Figure 1. Routing congestion.
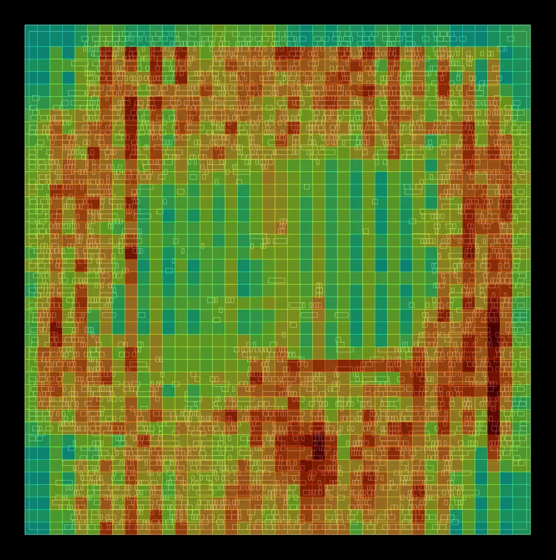
Figure 2. Where the registers sit.
Drawn at 1.5 px/um.
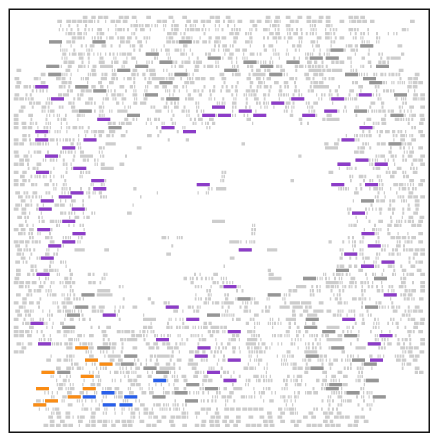
Figure 3. Cell area per tile.
Drawn at 1.5 px/um. The die is cut into 28 by 28 equal tiles; black is low, pale yellow is high, 0 to 100% covered.
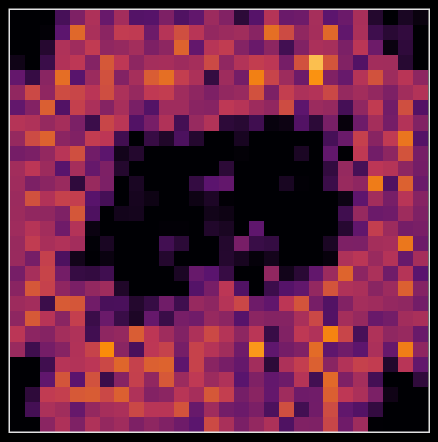
## config.mk

```make
export PLATFORM = sky130hd
export DESIGN_NAME = dispatch_stage
export DESIGN_NICKNAME = d
export VERILOG_FILES = /design/src/rtl/dispatch_stage.sv
export SDC_FILE = /design/constraint.sdc
export NUM_CORES = 1
export LEC_CHECK = 0
export ABC_AREA = 1
export CAP_MARGIN = 10
export CORE_AREA = 2 2 277 279
export DETAILED_ROUTE_END_ITERATION = 6
export DIE_AREA = 0 0 279 281
export PLACE_DENSITY = 0.5
export SLEW_MARGIN = 0
export SYNTH_ARGS = -nofsm -noshare
export SYNTH_HDL_FRONTEND = slang
export SYNTH_SLANG_ARGS = --single-unit
```

## constraint.sdc

```tcl
create_clock -name clk_i -period 4.5 [get_ports clk_i]
set_input_delay 0.45 -clock clk_i [delete_from_list [all_inputs] [get_ports clk_i]]
set_output_delay 0.45 -clock clk_i [all_outputs]
set_load 0.02 [all_outputs]
```

## src/rtl/dispatch_stage.sv

```systemverilog
// Dispatch stage: renames one decoded instruction per cycle, resolves operands from
// regfile/ROB/CDB, holds it while snooping the CDBs, and issues it to a reservation station.
module dispatch_stage #(
    parameter int ROB_SIZE = 32,
    parameter int NUM_RS   = 4,
    parameter int NUM_CDB  = 2,
    parameter int CMD_W    = 10,
    localparam int TAG_W   = $clog2(ROB_SIZE + 1),
    localparam int SEL_W   = $clog2(NUM_RS)
) (
    input  logic                              clk_i,
    input  logic                              reset_i,
    input  logic                              flush_i,
    input  logic                              in_valid_i,
    output logic                              in_ready_o,
    input  logic [4:0]                        in_rd_i,
    input  logic [4:0]                        in_rn_i,
    input  logic [4:0]                        in_rm_i,
    input  logic                              in_regwrite_i,
    input  logic                              in_use_imm_i,
    input  logic [63:0]                       in_imm_i,
    input  logic [SEL_W-1:0]                  in_rs_sel_i,
    input  logic [CMD_W-1:0]                  in_cmd_i,
    output logic [4:0]                        map_rd_addr1_o,
    output logic [4:0]                        map_rd_addr2_o,
    input  logic [TAG_W-1:0]                  map_rd_data1_i,
    input  logic [TAG_W-1:0]                  map_rd_data2_i,
    output logic                              map_we_o,
    output logic [4:0]                        map_wr_addr_o,
    output logic [TAG_W-1:0]                  map_wr_data_o,
    input  logic [63:0]                       rf_rd_data1_i,
    input  logic [63:0]                       rf_rd_data2_i,
    output logic [TAG_W-1:0]                  rob_rd_addr1_o,
    output logic [TAG_W-1:0]                  rob_rd_addr2_o,
    input  logic [64:0]                       rob_rd_data1_i,
    input  logic [64:0]                       rob_rd_data2_i,
    input  logic [TAG_W-1:0]                  rob_tail_i,
    input  logic                              rob_full_i,
    output logic                              rob_alloc_o,
    output logic [4:0]                        rob_alloc_data_o,
    input  logic [NUM_CDB-1:0]                cdb_valid_i,
    input  logic [NUM_CDB-1:0][TAG_W-1:0]     cdb_tag_i,
    input  logic [NUM_CDB-1:0][63:0]          cdb_val_i,
    output logic [NUM_RS-1:0]                 rs_valid_o,
    input  logic [NUM_RS-1:0]                 rs_ready_i,
    output logic [TAG_W-1:0]                  rs_dest_tag_o,
    output logic [TAG_W-1:0]                  rs_tag1_o,
    output logic [TAG_W-1:0]                  rs_tag2_o,
    output logic [63:0]                       rs_val1_o,
    output logic [63:0]                       rs_val2_o,
    output logic [CMD_W-1:0]                  rs_cmd_o
);

    typedef struct packed {
        logic [TAG_W-1:0] tag;
        logic [63:0]      val;
    } opnd_t;

    // Replace a pending tag with a matching CDB value; the lowest-index port wins.
    function automatic opnd_t cdb_snoop(input opnd_t o,
                                        input logic [NUM_CDB-1:0] v,
                                        input logic [NUM_CDB-1:0][TAG_W-1:0] t,
                                        input logic [NUM_CDB-1:0][63:0] d);
        opnd_t r;
        r = o;
        if (o.tag != '0) begin
            for (int i = NUM_CDB - 1; i >= 0; i--) begin
                if (v[i] && (t[i] == o.tag)) begin
                    r.tag = '0;
                    r.val = d[i];
                end
            end
        end
        return r;
    endfunction

    function automatic opnd_t resolve(input logic [TAG_W-1:0] map_tag,
                                      input logic [63:0] rf_val,
                                      input logic [64:0] rob_val,
                                      input logic [NUM_CDB-1:0] v,
                                      input logic [NUM_CDB-1:0][TAG_W-1:0] t,
                                      input logic [NUM_CDB-1:0][63:0] d);
        opnd_t r;
        if (map_tag == '0) begin
            r.tag = '0;
            r.val = rf_val;
        end else begin
            r = cdb_snoop('{tag: map_tag, val: 64'd0}, v, t, d);
            if (r.tag != '0 && rob_val[64]) begin
                r.tag = '0;
                r.val = rob_val[63:0];
            end
        end
        return r;
    endfunction

    logic              d_valid_q, d_valid_d;
    logic [SEL_W-1:0]  d_sel_q, d_sel_d;
    logic [TAG_W-1:0]  d_dest_q, d_dest_d;
    opnd_t             d_op1_q, d_op1_d, d_op2_q, d_op2_d;
    logic [CMD_W-1:0]  d_cmd_q, d_cmd_d;

    logic  fire, accept;
    opnd_t op1_new, op2_new, op1_held, op2_held;

    always_comb begin
        // Flush squashes the held instruction before it can fire.
        fire       = d_valid_q & ~flush_i & rs_ready_i[d_sel_q];
        in_ready_o = ~rob_full_i & ~flush_i & (~d_valid_q | fire);
        accept     = in_valid_i & in_ready_o;

        op1_new = resolve(map_rd_data1_i, rf_rd_data1_i, rob_rd_data1_i,
                          cdb_valid_i, cdb_tag_i, cdb_val_i);
        if (in_use_imm_i) begin
            op2_new.tag = '0;
            op2_new.val = in_imm_i;
        end else begin
            op2_new = resolve(map_rd_data2_i, rf_rd_data2_i, rob_rd_data2_i,
                              cdb_valid_i, cdb_tag_i, cdb_val_i);
        end
        op1_held = cdb_snoop(d_op1_q, cdb_valid_i, cdb_tag_i, cdb_val_i);
        op2_held = cdb_snoop(d_op2_q, cdb_valid_i, cdb_tag_i, cdb_val_i);

        d_valid_d = d_valid_q;
        d_sel_d   = d_sel_q;
        d_dest_d  = d_dest_q;
        d_op1_d   = op1_held;
        d_op2_d   = op2_held;
        d_cmd_d   = d_cmd_q;
        if (flush_i) begin
            d_valid_d = 1'b0;
        end else if (accept) begin
            d_valid_d = 1'b1;
            d_sel_d   = in_rs_sel_i;
            d_dest_d  = rob_tail_i;
            d_op1_d   = op1_new;
            d_op2_d   = op2_new;
            d_cmd_d   = in_cmd_i;
        end else if (fire) begin
            d_valid_d = 1'b0;
        end
    end

    always_ff @(posedge clk_i or posedge reset_i) begin
        if (reset_i) begin
            d_valid_q <= 1'b0;
            d_sel_q   <= '0;
            d_dest_q  <= '0;
            d_op1_q   <= '0;
            d_op2_q   <= '0;
            d_cmd_q   <= '0;
        end else begin
            d_valid_q <= d_valid_d;
            d_sel_q   <= d_sel_d;
            d_dest_q  <= d_dest_d;
            d_op1_q   <= d_op1_d;
            d_op2_q   <= d_op2_d;
            d_cmd_q   <= d_cmd_d;
        end
    end

    assign map_rd_addr1_o   = in_rn_i;
    assign map_rd_addr2_o   = in_rm_i;
    assign map_we_o         = accept & in_regwrite_i & (in_rd_i != 5'd31);
    assign map_wr_addr_o    = in_rd_i;
    assign map_wr_data_o    = rob_tail_i;
    assign rob_rd_addr1_o   = map_rd_data1_i;
    assign rob_rd_addr2_o   = map_rd_data2_i;
    assign rob_alloc_o      = accept;
    assign rob_alloc_data_o = accept ? in_rd_i : 5'd0;

    always_comb begin
        for (int k = 0; k < NUM_RS; k++) begin
            rs_valid_o[k] = d_valid_q & ~flush_i & (d_sel_q == SEL_W'(k));
        end
    end

    // Operands carry the same-cycle CDB merge so a wakeup in the fire cycle is kept.
    assign rs_dest_tag_o = d_valid_q ? d_dest_q     : '0;
    assign rs_tag1_o     = d_valid_q ? op1_held.tag : '0;
    assign rs_tag2_o     = d_valid_q ? op2_held.tag : '0;
    assign rs_val1_o     = d_valid_q ? op1_held.val : '0;
    assign rs_val2_o     = d_valid_q ? op2_held.val : '0;
    assign rs_cmd_o      = d_valid_q ? d_cmd_q      : '0;

endmodule
```

==> Slide: Implementation Results <==
Physical Implementation Snapshot

Outcome
  • Outcome: finished clean

Placed design
  • GP Congestion: about 0.88
  • Inst Count DP: ~4300
  • Post-DP HPWL: between 70000 and 80000 um
  • Area post-placement: about 24000 sq um
  • Worst slack at placement: approximately 0.56 ns
  • Number of I/O port buffers: ~700

Setup path
  • FF-to-FF path depth: 9
  • Critical Path AT: approximately 3.8 ns
  • Critical path class: flip-flop to output pin
  • RR Endpoint: d_op1_q[14]$_DFF_PP0_
  • Worst r2r src: d_valid_q$_DFFE_PP0P_
  • CP required: a little over 4 ns
  • CP Max Fanout: 32
  • Critical path capture point type: output pin
  • Crit-path cells: nor4_1 > and2_1 > buf_4 > clkinv_2 > nand2_4 > inv_4 > buf_4 > o21ai_2 > inv_2 > nor2_1 > clkdlybuf4s50_1
  • Slowest-stage cell, CP: clkdlybuf4s50_1
  • Worst reg2reg setup slack: between 1.5 and 2 ns
  • Worst setup startpoint: d_op2_q[67]$_DFF_PP0_
  • CP dominant cell by count: buf_4
  • CP top delay family: buffers and inverters
  • Levels on crit path: 11
  • CP endpoint: rs_val2_o[53]
  • Critical path buffers and inverters: 6
  • Worst path max stage delay: approximately 0.64 ns
  • Crit start category: flip-flop

Layout
  • Tally of filler cells in the layout: a little over 8000
  • Multi-input logic area: just over 10000 sq um
  • Buffer share of cell area: around 31%
  • Top Layout Cells: clkdlybuf4s50_1 (678), nand2_1 (610), nand3_1 (331)
  • Inverters: approximately 330
  • Biggest regs: d_op1_q: 70 flops, d_op2_q: 70 flops, d_cmd_q: 10 flops
  • Area delta synth->final: 50.3%
  • Comb gates: between 2000 and 2500
  • Non-filler cells, final: about 4300
  • Final net count: 3835
  • Max-area cell class: logic gates
  • Flop count: around 160
  • Clock-cell share: under 10%
  • Logic share of the area: 40.7%
  • Top cell excl fill/tap: clkdlybuf4s50_1
  • Register Area: a little under 4000 sq um
  • ANT cells: 5
  • Number of clock buffers in the layout: 17
  • Fraction of area in registers: between 10% and 20%
  • Signal buffers: between 700 and 800
  • Design Area, Final: 24800 sq um
  • Final Core Density: roughly a third
  • Share of cells above drive strength 1: 7.21%

STA
  • Final Max Slew Viols: 0
  • Final min period: between 4 and 5 ns
  • PnR worst setup slack: 0.218 ns
  • Final hold slack: about 0.42 ns
  • Max Clock Skew: 0.0126 ns
  • Fin crit share: roughly 95%
  • Hold Vio Cnt, Final: 0
  • Actual slew at the worst max-slew pin: ~0.87 ns
  • Setup_tns: 0 ns
  • Final setup vio count: 0
  • RSZ-0062 raised after global routing: false
  • Slew margin rel.: between 40% and 50%
  • Fmax: 234 MHz

Clock network
  • CTS clk-pin slew, worst paths: around 0.080 ns
  • Total clock sinks: 159
  • Clk buf depth: 2
  • Post-CTS Resized: 0
  • CTS tree: built
  • CTS root buffer: clkbuf_16
  • Post-CTS Setup Repair Bufs: 0
  • Hold buffers post-CTS: 0
  • H-tree Lvls: 4
  • TritonCTS Buffers: 17
  • Latency at later pin: 0.51 ns

Power
  • Seq power: between 2 and 2.5 mW
  • Pwr top: combinational cells
  • Comb pwr: about 3.4 mW
  • Seq pwr share: between 20% and 30%
  • Sw frac: between 40% and 50%
  • Combinational Power Share: between 40% and 50%
  • Leakage: 11.4 nW
  • Internal Power: 4.18 mW
  • Clk pwr share: 24.7%
  • Psw: 2.96 mW
  • Power density cells: between 200 and 300 nW/um^2
  • Peak supply drop: around 0.20 mV
  • Total design power: 7.14 mW
  • Clk pwr: ~1.8 mW

Synth
  • Yosys adder share: 0%
  • Cell Type Count: 43
  • YS chip area: ~17000 sq um
  • Number of nets at floorplan: ~3300
  • Post-synth EDFFs: 0
  • Mapped Area: about 17000 sq um
  • Logic family by area: simple AND/OR/NAND/NOR gates
  • Ys cells: 2805
  • Share of the yosys chip area belonging to registers: 24.1%
  • Top FF cell, synth: dfrtp_1
  • Simple-Gate Area Share: between 30% and 40%
  • Async SR Flop Fraction: 100%
  • Synth Instances: 2805
  • YS warnings: 0
  • Yosys aoi share: 28.1%
  • Synth mux share: 0%
  • Yosys reg bits: ~160
  • XOR/XNOR Area Share: less than 1%
  • Syn avg cell area: slightly below 6 sq um

Global route
  • First-pass GRT wire length: approximately 150000 um
  • GRT busiest layer: met2
  • Antenna violations before repair: 16
  • Gr usage total: 25.8%
  • Vias in the first global route: about 21000
  • GR Overflow Total: 0
  • GR met1 Demand/Resource: 32.2%
  • Pin count of the biggest net entering global routing: between 100 and 150

Drt
  • Detailed-routed wire length on met3: between 7000 and 8000 um
  • Met2 wire length: between 50000 and 60000 um
  • DR pass1 iterations: 6
  • Highest metal used: met5
  • Met1 Wirelength: approximately 43000 um
  • Final WL: 104000 um
  • Final ANT Viol Nets: 0
  • Drt first-iter violations: between 1500 and 2000
  • Vias per std cell: 5.01
  • DRC Markers: 0
  • WL per Instance: about 24 um
  • Routed via count: around 22000

Job
  • Tool Warnings: 32
  • Max Cap Violations: 0

Floorplan
  • FP Util: 21.9%
  • Core area: between 70000 and 80000 sq um
  • IO Count: slightly above 700
  • Rows: between 100 and 150
  • Chip area: just under 80000 sq um
  • Die Y: roughly 280 um
  • Tap Count: about 980
  • Die Width: around 280 um

Min path
  • Hold Path Class: input pin to async pin
About Figure 1:
M2 GR Usage: 43.6%
M3 GR Usage: 5.51%

About Figure 2:
`d_dest_q`: drawn in blue, sequential cells 6, where south-west. `d_cmd_q`: drawn in orange, sequential cells 10, where south-west. `d_op1_q`: drawn in purple, sequential cells 70.
Another 73 sequential cells are not colored.

About Figure 3:
The mean over all tiles is 30%. 18% of the tiles are nearly empty. 0.40% of the tiles are over 75% full.

cells in the mapped netlist, types with 2 or more instances:
master	instances	area (sq um)
o22ai_1	8	50.1
nand2_1	615	2310
xor2_1	2	17.5
buf_6	6	67.6
a21oi_1	230	1150
o31ai_1	8	60.1
buf_4	38	285
clkbuf_2	2	10.0
o21ai_0	195	976
nor3_1	24	120
clkinv_1	5	18.8
o211ai_2	30	375
buf_1	16	60.1
o311ai_0	2	17.5
nor2_1	287	1080
nand3_1	333	1670
inv_4	2	12.5
o21ai_2	42	368
buf_2	60	300
inv_1	289	1080
nor4_1	5	31.3
o2111ai_1	2	17.5
clkbuf_1	138	518
inv_2	36	135
nand4_1	4	25.0
dfrtp_1	159	3980
o21ai_1	102	510
nand2_2	5	31.3
xnor2_1	3	26.3
o211ai_1	143	1070
and2_1	2	12.5
Power and IR drop assume default switching activity.
